==> config.mk <==
export PLATFORM = sky130hd
export DESIGN_NAME = dpram_rd_stream
export DESIGN_NICKNAME = d
export VERILOG_FILES = /design/src/rtl/dpram_rd_stream_pkg.sv /design/src/rtl/dpram_rd_fifo2.sv /design/src/rtl/dpram_rd_stream.sv
export SDC_FILE = /design/constraint.sdc
export NUM_CORES = 1
export LEC_CHECK = 0
export ABC_AREA = 1
export CAP_MARGIN = 10
export CORE_MARGIN = 4
export CORE_UTILIZATION = 50
export CTS_BUF_LIST = sky130_fd_sc_hd__clkbuf_16
export DETAILED_ROUTE_END_ITERATION = 7
export PLACE_DENSITY = 0.78
export SLEW_MARGIN = 20
export SYNTH_ARGS = -nofsm -noshare
export SYNTH_HDL_FRONTEND = slang
export SYNTH_SLANG_ARGS = --single-unit
==> constraint.sdc <==
create_clock -name clock_in -period 4.7 [get_ports clock_in]
set_input_delay 1.175 -clock clock_in [delete_from_list [all_inputs] [get_ports clock_in]]
set_output_delay 1.175 -clock clock_in [all_outputs]
set_load 0.02 [all_outputs]
==> src/rtl/dpram_rd_stream_pkg.sv <==
// Shared definitions for the DPRAM read-side streaming engine:
// FSM state encoding and output FIFO sizing.
package dpram_rd_stream_pkg;

  typedef enum logic [1:0] {
    IDLE  = 2'd0,
    RUN   = 2'd1,
    DRAIN = 2'd2
  } state_e;

  localparam int FIFO_DEPTH = 2;
  localparam int FIFO_CNT_W = $clog2(FIFO_DEPTH + 1);

endpackage

==> src/rtl/dpram_rd_fifo2.sv <==
// Two-entry FIFO with a registered head: a head register feeding the consumer
// and a skid register that absorbs the word landing while the head is stalled.
module dpram_rd_fifo2
  import dpram_rd_stream_pkg::*;
#(
  parameter int width = 33
) (
  input  logic                  clock_in,
  input  logic                  reset_in,
  input  logic                  push,
  input  logic [width-1:0]      push_data,
  input  logic                  ready,
  output logic                  valid,
  output logic [width-1:0]      head,
  output logic [FIFO_CNT_W-1:0] count
);

  logic             skid_vld;
  logic [width-1:0] skid;
  logic             pop;

  assign pop   = valid & ready;
  assign count = {1'b0, valid} + {1'b0, skid_vld};

  always_ff @(posedge clock_in or posedge reset_in) begin
    if (reset_in) begin
      valid    <= 1'b0;
      head     <= '0;
      skid_vld <= 1'b0;
      skid     <= '0;
    end else if (!valid || pop) begin
      // head is free this cycle: the older skid word has priority over the new push
      if (skid_vld) begin
        valid    <= 1'b1;
        head     <= skid;
        skid_vld <= push;
        if (push) skid <= push_data;
      end else begin
        valid <= push;
        if (push) head <= push_data;
      end
    end else if (push) begin
      skid_vld <= 1'b1;
      skid     <= push_data;
    end
  end

endmodule

==> src/rtl/dpram_rd_stream.sv <==
// Streams a (start, count) window of the DPRAM read port onto a valid/ready
// stream with a last marker, one word per clock when the consumer keeps up.
module dpram_rd_stream
  import dpram_rd_stream_pkg::*;
#(
  parameter int widthad = 10,
  parameter int width   = 32
) (
  input  logic               clock_in,
  input  logic               reset_in,
  input  logic               cmd_valid_in,
  output logic               cmd_ready_out,
  input  logic [widthad-1:0] cmd_addr_in,
  input  logic [widthad:0]   cmd_len_in,
  output logic [widthad-1:0] rd_addr_out,
  input  logic [width-1:0]   rd_data_in,
  output logic               data_valid_out,
  input  logic               data_ready_in,
  output logic [width-1:0]   data_out,
  output logic               data_last_out,
  output logic               busy_out
);

  localparam logic [widthad:0]   LEN_ONE  = 1;
  localparam logic [widthad-1:0] ADDR_ONE = 1;

  state_e                state;
  logic [widthad:0]      remaining;
  logic                  inflight;
  logic                  inflight_last;
  logic [FIFO_CNT_W-1:0] fifo_count;
  logic [width:0]        fifo_head;
  logic [2:0]            occupancy;
  logic                  pop, credit_ok, issue, last_issue, cmd_fire, drain_done;

  assign pop        = data_valid_out & data_ready_in;
  assign occupancy  = {1'b0, fifo_count} + {2'b0, inflight};
  // a slot freed by this cycle's pop can be refilled by the read issued now
  assign credit_ok  = occupancy <= (3'd1 + {2'b0, pop});
  assign issue      = (state == RUN) && credit_ok;
  assign last_issue = issue && (remaining == LEN_ONE);
  assign cmd_fire   = cmd_valid_in & cmd_ready_out;
  assign drain_done = !inflight && ((fifo_count == '0) || ((fifo_count == 1) && pop));

  always_ff @(posedge clock_in or posedge reset_in) begin
    if (reset_in) begin
      state         <= IDLE;
      cmd_ready_out <= 1'b1;
      busy_out      <= 1'b0;
      rd_addr_out   <= '0;
      remaining     <= '0;
    end else begin
      case (state)
        IDLE: begin
          if (cmd_fire && (cmd_len_in != '0)) begin
            rd_addr_out   <= cmd_addr_in;
            remaining     <= cmd_len_in;
            state         <= RUN;
            cmd_ready_out <= 1'b0;
            busy_out      <= 1'b1;
          end
        end
        RUN: begin
          if (issue) begin
            rd_addr_out <= rd_addr_out + ADDR_ONE;
            remaining   <= remaining - LEN_ONE;
            if (remaining == LEN_ONE) state <= DRAIN;
          end
        end
        DRAIN: begin
          if (drain_done) begin
            state         <= IDLE;
            cmd_ready_out <= 1'b1;
            busy_out      <= 1'b0;
          end
        end
        default: begin
          state         <= IDLE;
          cmd_ready_out <= 1'b1;
          busy_out      <= 1'b0;
        end
      endcase
    end
  end

  always_ff @(posedge clock_in or posedge reset_in) begin
    if (reset_in) begin
      inflight      <= 1'b0;
      inflight_last <= 1'b0;
    end else begin
      inflight      <= issue;
      inflight_last <= last_issue;
    end
  end

  dpram_rd_fifo2 #(.width(width + 1)) u_fifo (
    .clock_in  (clock_in),
    .reset_in  (reset_in),
    .push      (inflight),
    .push_data ({inflight_last, rd_data_in}),
    .ready     (data_ready_in),
    .valid     (data_valid_out),
    .head      (fifo_head),
    .count     (fifo_count)
  );

  assign data_last_out = fifo_head[width];
  assign data_out      = fifo_head[width-1:0];

endmodule
Fig. 1: gate-type map
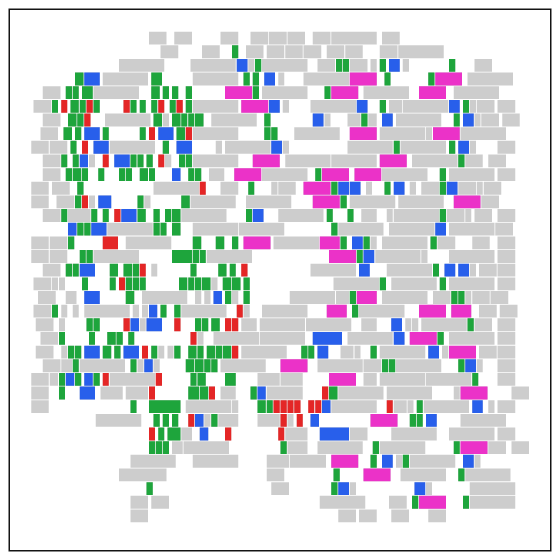
| color | family | cells | most used |
|---|---|---|---|
| blue | inverting AOI/OAI gates | 64 | a31oi_1 |
| magenta | multiplexers | 33 | mux2_4 |
| green | NAND gates | 219 | nand2_1 |
| red | inverters | 44 | inv_1 |

Fig. 2: congestion heat map
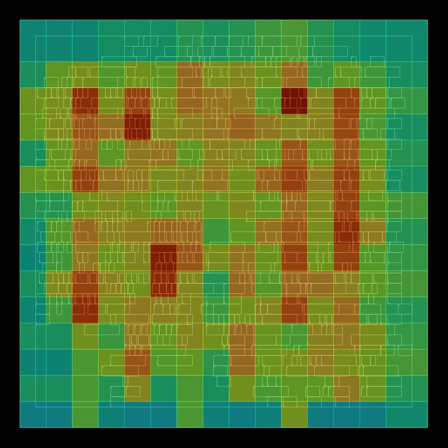
post-DR wirelength/cell: 14.0 um
utilization of the core after routing: 0.648
met3 demand-to-capacity share in global routing: 0.0384
GRT Overall Usage: 0.199
layer with the highest usage: met2

Fig. 3: metal layers overlaid
Only two layers are drawn.
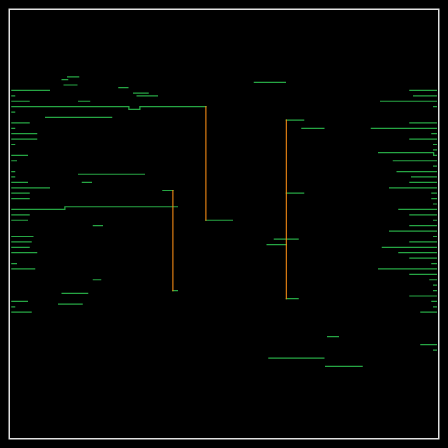
| color | layer | wire length |
|---|---|---|
| green | met3 | 583 um |
| orange | met4 | 98.6 um |

-- power groups by stage --
stage	Sequential, uW	Combinational (uW)	Clock (uW)
final	1520	2880	682
after detailed placement	1530	2900	0
after global placement	1510	2790	0
after floorplan	1710	2030	0
after global routing	1580	3180	729
after CTS	1520	2910	693
-- cells in the mapped netlist, types with 2 or more instances --
| cell | count | area share |
|---|---|---|
| sky130_fd_sc_hd__a31oi_1 | 33 | 0.042 |
| sky130_fd_sc_hd__clkbuf_1 | 3 | 0.0023 |
| sky130_fd_sc_hd__mux2_2 | 4 | 0.0091 |
| sky130_fd_sc_hd__nor2_1 | 61 | 0.046 |
| sky130_fd_sc_hd__ha_1 | 8 | 0.020 |
| sky130_fd_sc_hd__nor2_4 | 2 | 0.0045 |
| sky130_fd_sc_hd__buf_6 | 8 | 0.018 |
| sky130_fd_sc_hd__inv_1 | 40 | 0.030 |
| sky130_fd_sc_hd__nand4_1 | 3 | 0.0038 |
| sky130_fd_sc_hd__nand2_1 | 175 | 0.13 |
| sky130_fd_sc_hd__dfrtp_1 | 94 | 0.47 |
| sky130_fd_sc_hd__fa_1 | 2 | 0.0081 |
| sky130_fd_sc_hd__buf_2 | 11 | 0.011 |
| sky130_fd_sc_hd__nand3_1 | 37 | 0.037 |
| sky130_fd_sc_hd__a21oi_1 | 2 | 0.0020 |
| sky130_fd_sc_hd__mux2_4 | 29 | 0.088 |
| sky130_fd_sc_hd__o21ai_0 | 11 | 0.011 |
| sky130_fd_sc_hd__buf_4 | 2 | 0.0030 |
| sky130_fd_sc_hd__inv_2 | 4 | 0.0030 |
| sky130_fd_sc_hd__o21ai_2 | 14 | 0.025 |
| sky130_fd_sc_hd__or2_2 | 2 | 0.0025 |
-- final cells by class --
cell class                 instances  share of cell area
clock buffer                       9              0.0357
clock inverter                     7             0.00834
inverter                          44              0.0270
multi-input combinational        394               0.356
sequential                        95               0.377
tap                              133              0.0264
timing repair buffer             108               0.169
-- final timing paths --
| path | cells past startpoint | slack, ns | from | to |
|---|---|---|---|---|
| worst max-delay path | 12 | 1.53 | data_ready_in | remaining[1] |
| worst min-delay path | 2 | 0.48 | cmd_ready_out | cmd_ready_out |
| worst max register to register | 14 | 1.69 | u_fifo.skid_vld | remaining[1] |
| worst min register to register | 2 | 0.48 | cmd_ready_out | cmd_ready_out |
| max in group asynchronous | 3 | 2.63 | reset_in | u_fifo.head[12] |
| min in group asynchronous | 2 | 1.35 | reset_in | remaining[6] |
-- routing by layer --
metal  GRT usage  vias to the layer above  wire, um
met1       0.273                     1942      5130
met4      0.0532                        0        98
met2       0.324                      123      5280
li1            -                     2000         -
met5           0                        -         0
met3      0.0384                        8       582
-- logic make-up after synthesis --
group | share of synthesized area
multiplexers | 0.0969
buffers and inverters | 0.0679
flip-flops | 0.480
AND/OR/NAND/NOR | 0.239
adder cells (fa/ha/maj) | 0.0283
AND-OR/OR-AND | 0.0885
-- per-stage QoR --
stage               setup WS [ns]  total power (uW)
floorplan                    1.05              3730
global placement             1.26              4290
detailed placement           1.18              4430
CTS                          1.52              5120
global route                 1.35              5490
finish                       1.53              5090
==> impl_metrics.py <==
# Flow results
metrics = {
    "sta": {
        "skew_ns": 0.00735,
        "finalSetupTns_ns": 0,
        "timing.final.max_slew_violations": 0,
        "slew_headroom": 0.434,
        "timing.final.crit_period_ns": 3.17,
        "setup_violations": 0,
        "period_used_share": 0.674,
        "hold_viol_final": 0,
        "fin_worst_hold_slack_ns": 0.478,
        "worstMarginPinSlew_ns": 0.846,
        "timing.fmax_ghz": 0.316,
        "grt_setup_unrepaired": "no",
    },
    "placed_design": {
        "port_buffers": 102,
        "dpl-instance-area_um2": 6020,
        "gp_congestion": 0.803,
        "place_hpwl_mm": 7.90,
        "placedCellCount": 774,
    },
    "worst_setup_path": {
        "path_buffers": 3,
        "crit_arrival_ns": 3.42,
        "timing.critical_path.fanout_max": 35,
        "path_cells": "clkdlybuf4s50_1 -> nand2_1 -> inv_1 -> fa_1 -> inv_1 -> nand2_1 -> o21ai_1 -> nand2_1 -> nand2_2 -> nand2_4 -> nand2_1 -> o21ai_2",
        "crit_top_cell": "sky130_fd_sc_hd__nand2_1",
        "timing.critical_path.required_ns": 4.96,
        "critical_path.startpoint_type": "primary input",
        "crit_path_kind": "primary input to flop",
        "cpPeakStageDelay_ns": 0.54,
        "crit_path_end_kind": "flop",
        "cpMaxStageDelayCell": "sky130_fd_sc_hd__fa_1",
        "worst_path_top_cell_family_by_delay": "simple AND/OR/NAND/NOR gates",
    },
    "cells_and_area": {
        "layout.cells.most_common_list": "175 x sky130_fd_sc_hd__nand2_1, 102 x sky130_fd_sc_hd__clkdlybuf4s50_1, 94 x sky130_fd_sc_hd__dfrtp_1",
        "area.combinational_um2": 2240,
        "final_layout_size_suffix_gt1_frac": 0.128,
        "sequential_cell_area_um2": 2380,
        "fillCellCount": 800,
        "final_cell_area_um2": 6300,
        "syn2layout_area_growth_pct": 27.1,
        "finish.cell_count_without_fillers": 790,
        "mostFrequentLayoutCell": "sky130_fd_sc_hd__nand2_1",
        "reg.largest.list": "u_fifo.head (33), u_fifo.skid (33), remaining (11)",
        "finalNetCount": 719,
        "num_antenna_cells": 0,
    },
    "clock_tree": {
        "cts_tree": "built",
        "post_cts.repair.setup_buffers": 0,
        "clock_tree.root_cell": "sky130_fd_sc_hd__clkbuf_16",
        "number_of_instances_resized_during_post_cts_repair": 0,
        "cts.reportedPaths.clkPinSlew_ns": 0.06,
        "cts_max_level": 3,
        "worstSkewPairLatency_ns": 0.34,
        "cts-hold-fix-buffers": 0,
        "cts-root-to-sink-buffers": 2,
        "tritoncts_buffers": 9,
        "tritoncts_num_sinks": 95,
    },
    "synth": {
        "post_synth_inst_count": 557,
        "synthesis.area_um2": 4960,
        "yosys.stat.seqShare": 0.480,
        "count_of_synthesis_stage_warnings_from_yosys": 0,
        "yosys_register_bits": 95,
        "synthArstFlopShare": 1.00,
        "synthesis.nets": 624,
        "synth-edff-count": 0,
        "post_synth_num_cell_types": 33,
        "yosysChipArea_um2": 4960,
        "synth.yosys.num_cells": 557,
        "ys_dominant_reg_cell": "sky130_fd_sc_hd__dfrtp_1",
        "syn_area_per_cell_um2": 8.90,
    },
    "drt": {
        "routed-via-count": 4073,
        "dr.first_iter.drc_count": 180,
        "drtAntennaViolNets": 0,
        "drt_wl_total_mm": 11.1,
        "post-route-drc-count": 0,
        "vias_per_cell": 5.16,
        "drt-pass1-iter-count": 5,
    },
    "die": {
        "core_area_um2": 9730,
        "fp_util": 0.510,
        "dieArea_um2": 11600,
        "placementRows": 36,
        "fp.dieH_um": 108,
        "pin_count": 103,
        "floorplan.die.width_um": 108,
    },
    "global_routing": {
        "antenna_found_initial": 0,
        "first_global_vias": 4010,
        "grt-ovfl-total": 0,
        "grt_start_max_net_pins": 81,
        "grt_pass1_wl_mm": 18.6,
    },
    "power": {
        "clkPwrFrac": 0.134,
        "power.share.switching": 0.446,
        "vdd_ir_drop_max_mv": 0.434,
        "seqPwrFrac": 0.299,
        "power.switching_uw": 2270,
        "power_density_normalized_to_cell_area_nw_per_um2": 807,
        "power_frac_comb": 0.567,
        "intPower_uw": 2820,
        "leakage_uw": 0.00296,
    },
    "job": {
        "timing.max_cap.violations": 0,
        "log.warning_count": 31,
    },
    "hold_path": {
        "holdCritPathClass": "flop to flop",
    },
    "run_status": {
        "run_status": "finished clean",
    },
}
Power and IR drop assume default switching activity.
